==> images/layer_met2.png <==
Scale bar: 20 microns.
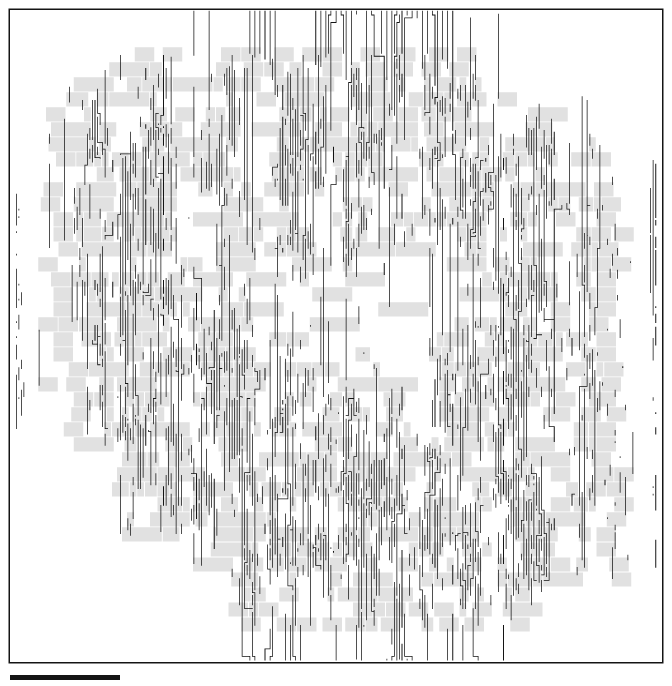
==> images/congestion.png <==
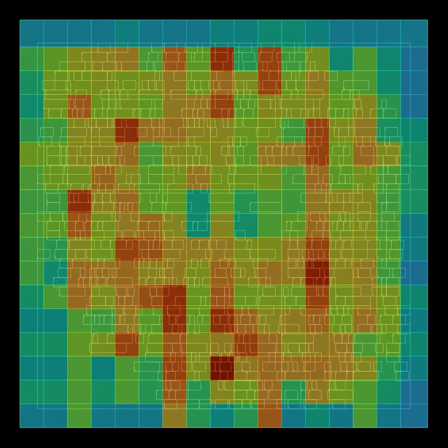
==> images/sizes.png <==
Scale bar: 20 microns.
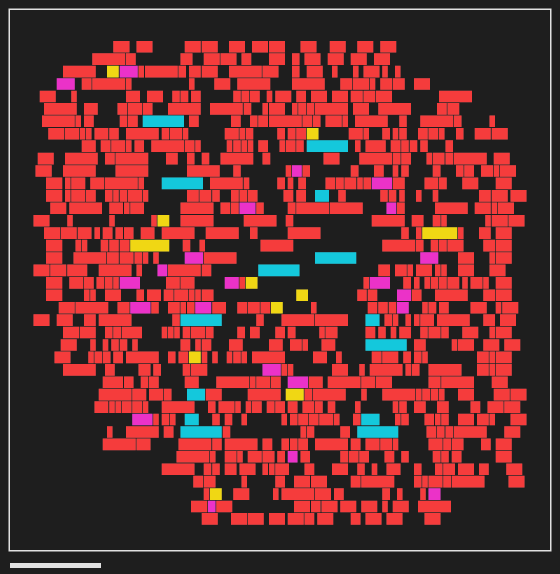
==> images/layer_met1.png <==
Scale bar: 20 microns. Supply wires on this layer in gray.
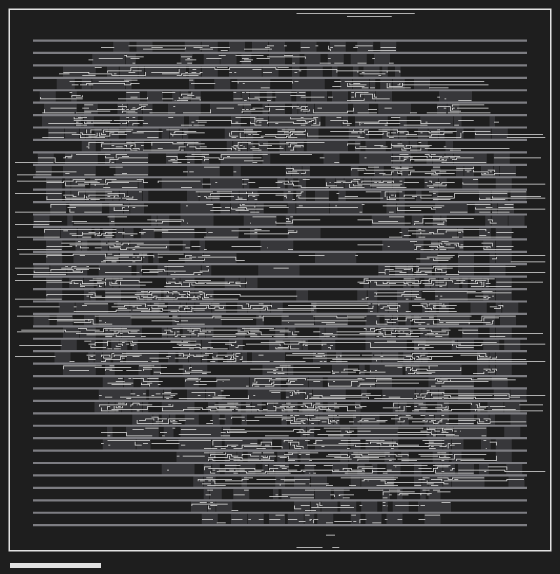
==> images/detail.png <==
Scale bar: 10 microns. Window x 39 to 79, y 15 to 55 microns. Cells in gray, sequential cells in the stronger gray; small squares are vias.
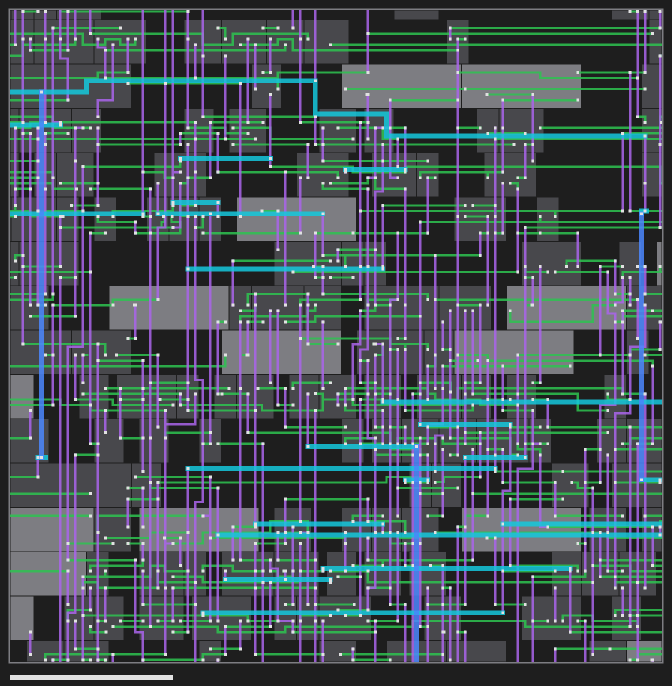
File: src/rtl/dtw_query_writer.sv
// rtl/dtw_query_writer.sv - frames a sample stream into fixed-length queries for the DTW source FIFO
//
// Each query is written as one header word (the query id) followed by exactly
// SQG_SIZE zero-extended sample words. Reads shorter than SQG_SIZE are padded
// with zero words (err_short); longer reads are truncated and the remainder of
// the read is drained and discarded (err_long).
//
// Ports:
//   clk, rst           clock, synchronous active-high reset
//   en, qid_load       start request / query-id load (both honoured only in IDLE)
//   start_qid          query-id load value
//   s_axis_t*          sample stream in (sample in tdata[WIDTH-1:0])
//   src_fifo_*         source FIFO write port (wren, data) and full flag
//   busy               high outside IDLE
//   err_short/err_long one-cycle pulses for padded / truncated reads
//   dbg_state          current FSM state
//   dbg_nquery         number of queries fully written

module dtw_query_writer #(
    parameter int WIDTH      = 16,
    parameter int AXIS_WIDTH = 32,
    parameter int SQG_SIZE   = 250
) (
    input  logic                  clk,
    input  logic                  rst,
    input  logic                  en,
    input  logic                  qid_load,
    input  logic [31:0]           start_qid,
    input  logic [AXIS_WIDTH-1:0] s_axis_tdata,
    input  logic                  s_axis_tvalid,
    output logic                  s_axis_tready,
    input  logic                  s_axis_tlast,
    output logic                  src_fifo_wren,
    input  logic                  src_fifo_full,
    output logic [31:0]           src_fifo_data,
    output logic                  busy,
    output logic                  err_short,
    output logic                  err_long,
    output logic [2:0]            dbg_state,
    output logic [31:0]           dbg_nquery
);

    localparam int CW = $clog2(SQG_SIZE + 1);
    localparam logic [CW-1:0] LAST_CNT = CW'(SQG_SIZE - 1);

    typedef enum logic [2:0] {
        ST_IDLE  = 3'd0,
        ST_HDR   = 3'd1,
        ST_BODY  = 3'd2,
        ST_PAD   = 3'd3,
        ST_DRAIN = 3'd4
    } state_t;

    state_t        state_q, state_d;
    logic [CW-1:0] count_q, count_d;
    logic [31:0]   qid_q, qid_d;
    logic [31:0]   nquery_q, nquery_d;
    logic          err_short_q, err_short_d;
    logic          err_long_q, err_long_d;

    logic          tready_c;
    logic          wren_c;
    logic [31:0]   data_c;
    logic          at_last;

    // Upper stream bits carry nothing for this block.
    logic unused_tdata;
    assign unused_tdata = ^s_axis_tdata;

    assign at_last = (count_q == LAST_CNT);

    always_comb begin
        state_d     = state_q;
        count_d     = count_q;
        qid_d       = qid_q;
        nquery_d    = nquery_q;
        err_short_d = 1'b0;
        err_long_d  = 1'b0;
        tready_c    = 1'b0;
        wren_c      = 1'b0;
        data_c      = 32'h0;

        case (state_q)
            ST_IDLE: begin
                // A load wins over a start; the start is retried next cycle.
                if (qid_load) begin
                    qid_d = start_qid;
                end else if (en && s_axis_tvalid) begin
                    state_d = ST_HDR;
                end
            end

            ST_HDR: begin
                wren_c = !src_fifo_full;
                data_c = qid_q;
                if (!src_fifo_full) begin
                    count_d = '0;
                    state_d = ST_BODY;
                end
            end

            ST_BODY: begin
                tready_c = !src_fifo_full;
                wren_c   = s_axis_tvalid && !src_fifo_full;
                data_c   = 32'(s_axis_tdata[WIDTH-1:0]);
                if (wren_c) begin
                    count_d = count_q + 1'b1;
                    if (at_last) begin
                        qid_d    = qid_q + 32'd1;
                        nquery_d = nquery_q + 32'd1;
                        state_d  = s_axis_tlast ? ST_IDLE : ST_DRAIN;
                    end else if (s_axis_tlast) begin
                        state_d = ST_PAD;
                    end
                end
            end

            ST_PAD: begin
                wren_c = !src_fifo_full;
                data_c = 32'h0;
                if (!src_fifo_full) begin
                    count_d = count_q + 1'b1;
                    if (at_last) begin
                        qid_d       = qid_q + 32'd1;
                        nquery_d    = nquery_q + 32'd1;
                        err_short_d = 1'b1;
                        state_d     = ST_IDLE;
                    end
                end
            end

            ST_DRAIN: begin
                tready_c = 1'b1;
                if (s_axis_tvalid && s_axis_tlast) begin
                    err_long_d = 1'b1;
                    state_d    = ST_IDLE;
                end
            end

            default: begin
                state_d = ST_IDLE;
            end
        endcase
    end

    always_ff @(posedge clk) begin
        if (rst) begin
            state_q     <= ST_IDLE;
            count_q     <= '0;
            qid_q       <= 32'h0;
            nquery_q    <= 32'h0;
            err_short_q <= 1'b0;
            err_long_q  <= 1'b0;
        end else begin
            state_q     <= state_d;
            count_q     <= count_d;
            qid_q       <= qid_d;
            nquery_q    <= nquery_d;
            err_short_q <= err_short_d;
            err_long_q  <= err_long_d;
        end
    end

    // Outputs are forced quiet while rst is held, including the cycle before
    // the first reset edge when the flops are still unknown.
    assign s_axis_tready = !rst && tready_c;
    assign src_fifo_wren = !rst && wren_c;
    assign src_fifo_data = rst ? 32'h0 : data_c;
    assign busy          = !rst && (state_q != ST_IDLE);
    assign err_short     = !rst && err_short_q;
    assign err_long      = !rst && err_long_q;
    assign dbg_state     = state_q;
    assign dbg_nquery    = nquery_q;

endmodule

File: config.mk
export PLATFORM = sky130hd
export DESIGN_NAME = dtw_query_writer
export DESIGN_NICKNAME = d
export VERILOG_FILES = /design/src/rtl/dtw_query_writer.sv
export SDC_FILE = /design/constraint.sdc
export NUM_CORES = 1
export LEC_CHECK = 0
export CORE_MARGIN = 5
export CORE_UTILIZATION = 40
export CTS_CLUSTER_DIAMETER = 100
export DETAILED_ROUTE_END_ITERATION = 6
export HOLD_SLACK_MARGIN = 0.1
export MAX_ROUTING_LAYER = met4
export PLACE_DENSITY = 0.7
export SYNTH_ARGS = -nofsm -noshare
export SYNTH_HDL_FRONTEND = slang
export SYNTH_SLANG_ARGS = --single-unit
File: constraint.sdc
create_clock -name clk -period 6.2 [get_ports clk]
set_input_delay 1.24 -clock clk [delete_from_list [all_inputs] [get_ports clk]]
set_output_delay 1.24 -clock clk [all_outputs]
set_load 0.03 [all_outputs]
==> run_results.csv <==
group,metric,value,unit
floorplanning,row_count,39,
cells_and_area,comb_share,46.5,%
cells_and_area,nNonClkInverters,14,
job,cap_violations,0,
power_and_ir_drop,comb_power_share,37.0,%
grt,grt_max_degree,68,
setup_path,crit_slowest_cell,"clkdlybuf4s50_1",
cts,cts_hold_buf,0,
sta,grt_setup_unrepaired,"false",
sta,worst_pin_slew,1.14,ns
placed_design,dpl.cell_count,856,
cells_and_area,lay_top_cells,"125 x clkdlybuf4s50_1, 77 x dfxtp_1, 73 x nor2_1",
synth,yosysUniqueCellTypes,69,
detailed_routing,drc,0,
sta,relSlewSlack,23.8,%
setup_path,path_buffers,2,
power_and_ir_drop,switching_share,41.8,%
synth,yosysTopAreaCell,"dfxtp_1",
power_and_ir_drop,power,0.00192,W
detailed_routing,first_iter_violations,378,
synth,fa_ha_area_share,1.07,%
power_and_ir_drop,power_leader,"combinational logic",
cells_and_area,drive_gt1_share,6.45,%
setup_path,critPathArrivalTime,3.22,ns
sta,timing_hold_violations_final,0,
setup_path,cp_max_fo,9,
placed_design,place_ws,1.76,ns
setup_path,cp-end-kind,"output port",
synth,yosysWarnings,0,
cells_and_area,nets,799,
placed_design,place_congestion,0.861,
setup_path,crit_type,"in2out",
setup_path,path_delay_family,"buffers and inverters",
cells_and_area,num-multi-input-gates,490,
grt,antenna_found_initial,0,
placed_design,portBuffers,126,
setup_path,startpoint_type,"primary input",
detailed_routing,wl_met1,6.58,mm
sta,skew,0.0103,ns
status,status,"completed",
grt,grt-ovfl-total,0,
detailed_routing,vias_per_cell,5.90,
synth,yosys.stat.seqShare,32.9,%
cells_and_area,nonClkBufAreaFrac,20.7,%
synth,synth.logic.top_family,"simple AND/OR/NAND/NOR gates",
sta,period_used_share,72.0,%
sta,post-route-min-period,4.46,ns
setup_path,required,4.96,ns
synth,synthesis.nets,702,
synth,synthSimpleGateAreaFrac,33.8,%
setup_path,crit_chain,"clkdlybuf4s50_1 > a21oi_1 > or3_1 > nor2_1 > clkdlybuf4s50_1",
detailed_routing,top_layer,"met4",
detailed_routing,met2_length,6.96,mm
floorplanning,die_area,14000,sq um
cts,cts_setup_buffers,0,
power_and_ir_drop,p_int,0.00112,W
power_and_ir_drop,p_clk_share,27.1,%
power_and_ir_drop,clock_net_power,0.000521,W
floorplanning,die_w,118,microns
job,warnings,43,
floorplanning,ioPinCount,143,
detailed_routing,wl_met3,915,microns
cts,cts.htree.levels,3,
synth,xor_share,3.37,%
synth,compound_area_share,23.2,%
synth,syn-cell-area,4680,sq um
grt,grt_pass1_vias,4763,
sta,fmax,0.224,GHz
placed_design,dpl.hpwl,10.3,mm
sta,setup_violations,0,
synth,syn_area_per_cell,7.47,sq um
synth,ys_area,4680,sq um
## Picture notes: layer_met2.png
The wires run mostly vertical. The layer holds 48% of the routed length. The longest straight run is 48.3 microns.
M2 GR Usage: 33.0%
Detailed Route WL: 14.6 mm

## Picture notes: congestion.png
Routed WL per cell: 16.7 microns
met1 Track Usage GR: 27.8%
Util after Layout: 54.8%

## Picture notes: sizes.png
_3 and _4 cells: marked yellow, cells 11, share 1.5%, most used buf_4. _2 cells: marked magenta, cells 22, share 3.0%, most used or2_2. _6 and larger: marked cyan, cells 14, share 1.9%, most used clkbuf_16. _0 and _1 cells: marked red, cells 682, share 94%, most used clkdlybuf4s50_1.
setup ws final: 1.74 ns
Syn-to-layout area delta: 34.2%
count of non-CTS buffers in the layout: 132
fin area: 6290 sq um

## Picture notes: layer_met1.png
The layer holds 45% of the routed length. The wires run mostly horizontal. 707 nets have wire on it. The longest straight run is 32.2 microns. The layer carries 6580 microns of wire.
Vias: 5143

## Picture notes: detail.png
metal 3: marked cyan. metal 2: marked purple. metal 1: marked green. metal 4: marked blue.
119 logic cells have their middle in the window. Sequential cells in the window: 11. Netlist names of flops here include `qid_q` (10), `count_q` (1). Most frequent: nand2_1 (14), dfxtp_1 (11), nor2_1 (9).

## path summary, 6_finish.rpt
path / to / cells past startpoint / slack (ns) / from
worst max-delay path: src_fifo_wren / 5 / 1.74 / s_axis_tvalid
worst min-delay path: dbg_nquery[31] / 2 / 0.49 / dbg_nquery[31]
worst min register to register: dbg_nquery[31] / 2 / 0.49 / dbg_nquery[31]
worst max register to register: dbg_nquery[26] / 5 / 3.28 / dbg_state[1]
## synthesized netlist by cell type, types with 6 or more instances
cell type	instances
dfxtp_1	77
nor2_1	73
nand2_1	54
a21oi_1	50
o21ai_0	39
clkbuf_1	36
nand3_1	25
nor3_1	24
nand4_1	23
and3_1	22
or3_1	19
a22oi_1	18
xor2_1	15
inv_1	14
nor4_1	10
a211oi_1	9
o31ai_1	8
nand2b_1	6
Power is estimated from default activity; no workload was simulated.
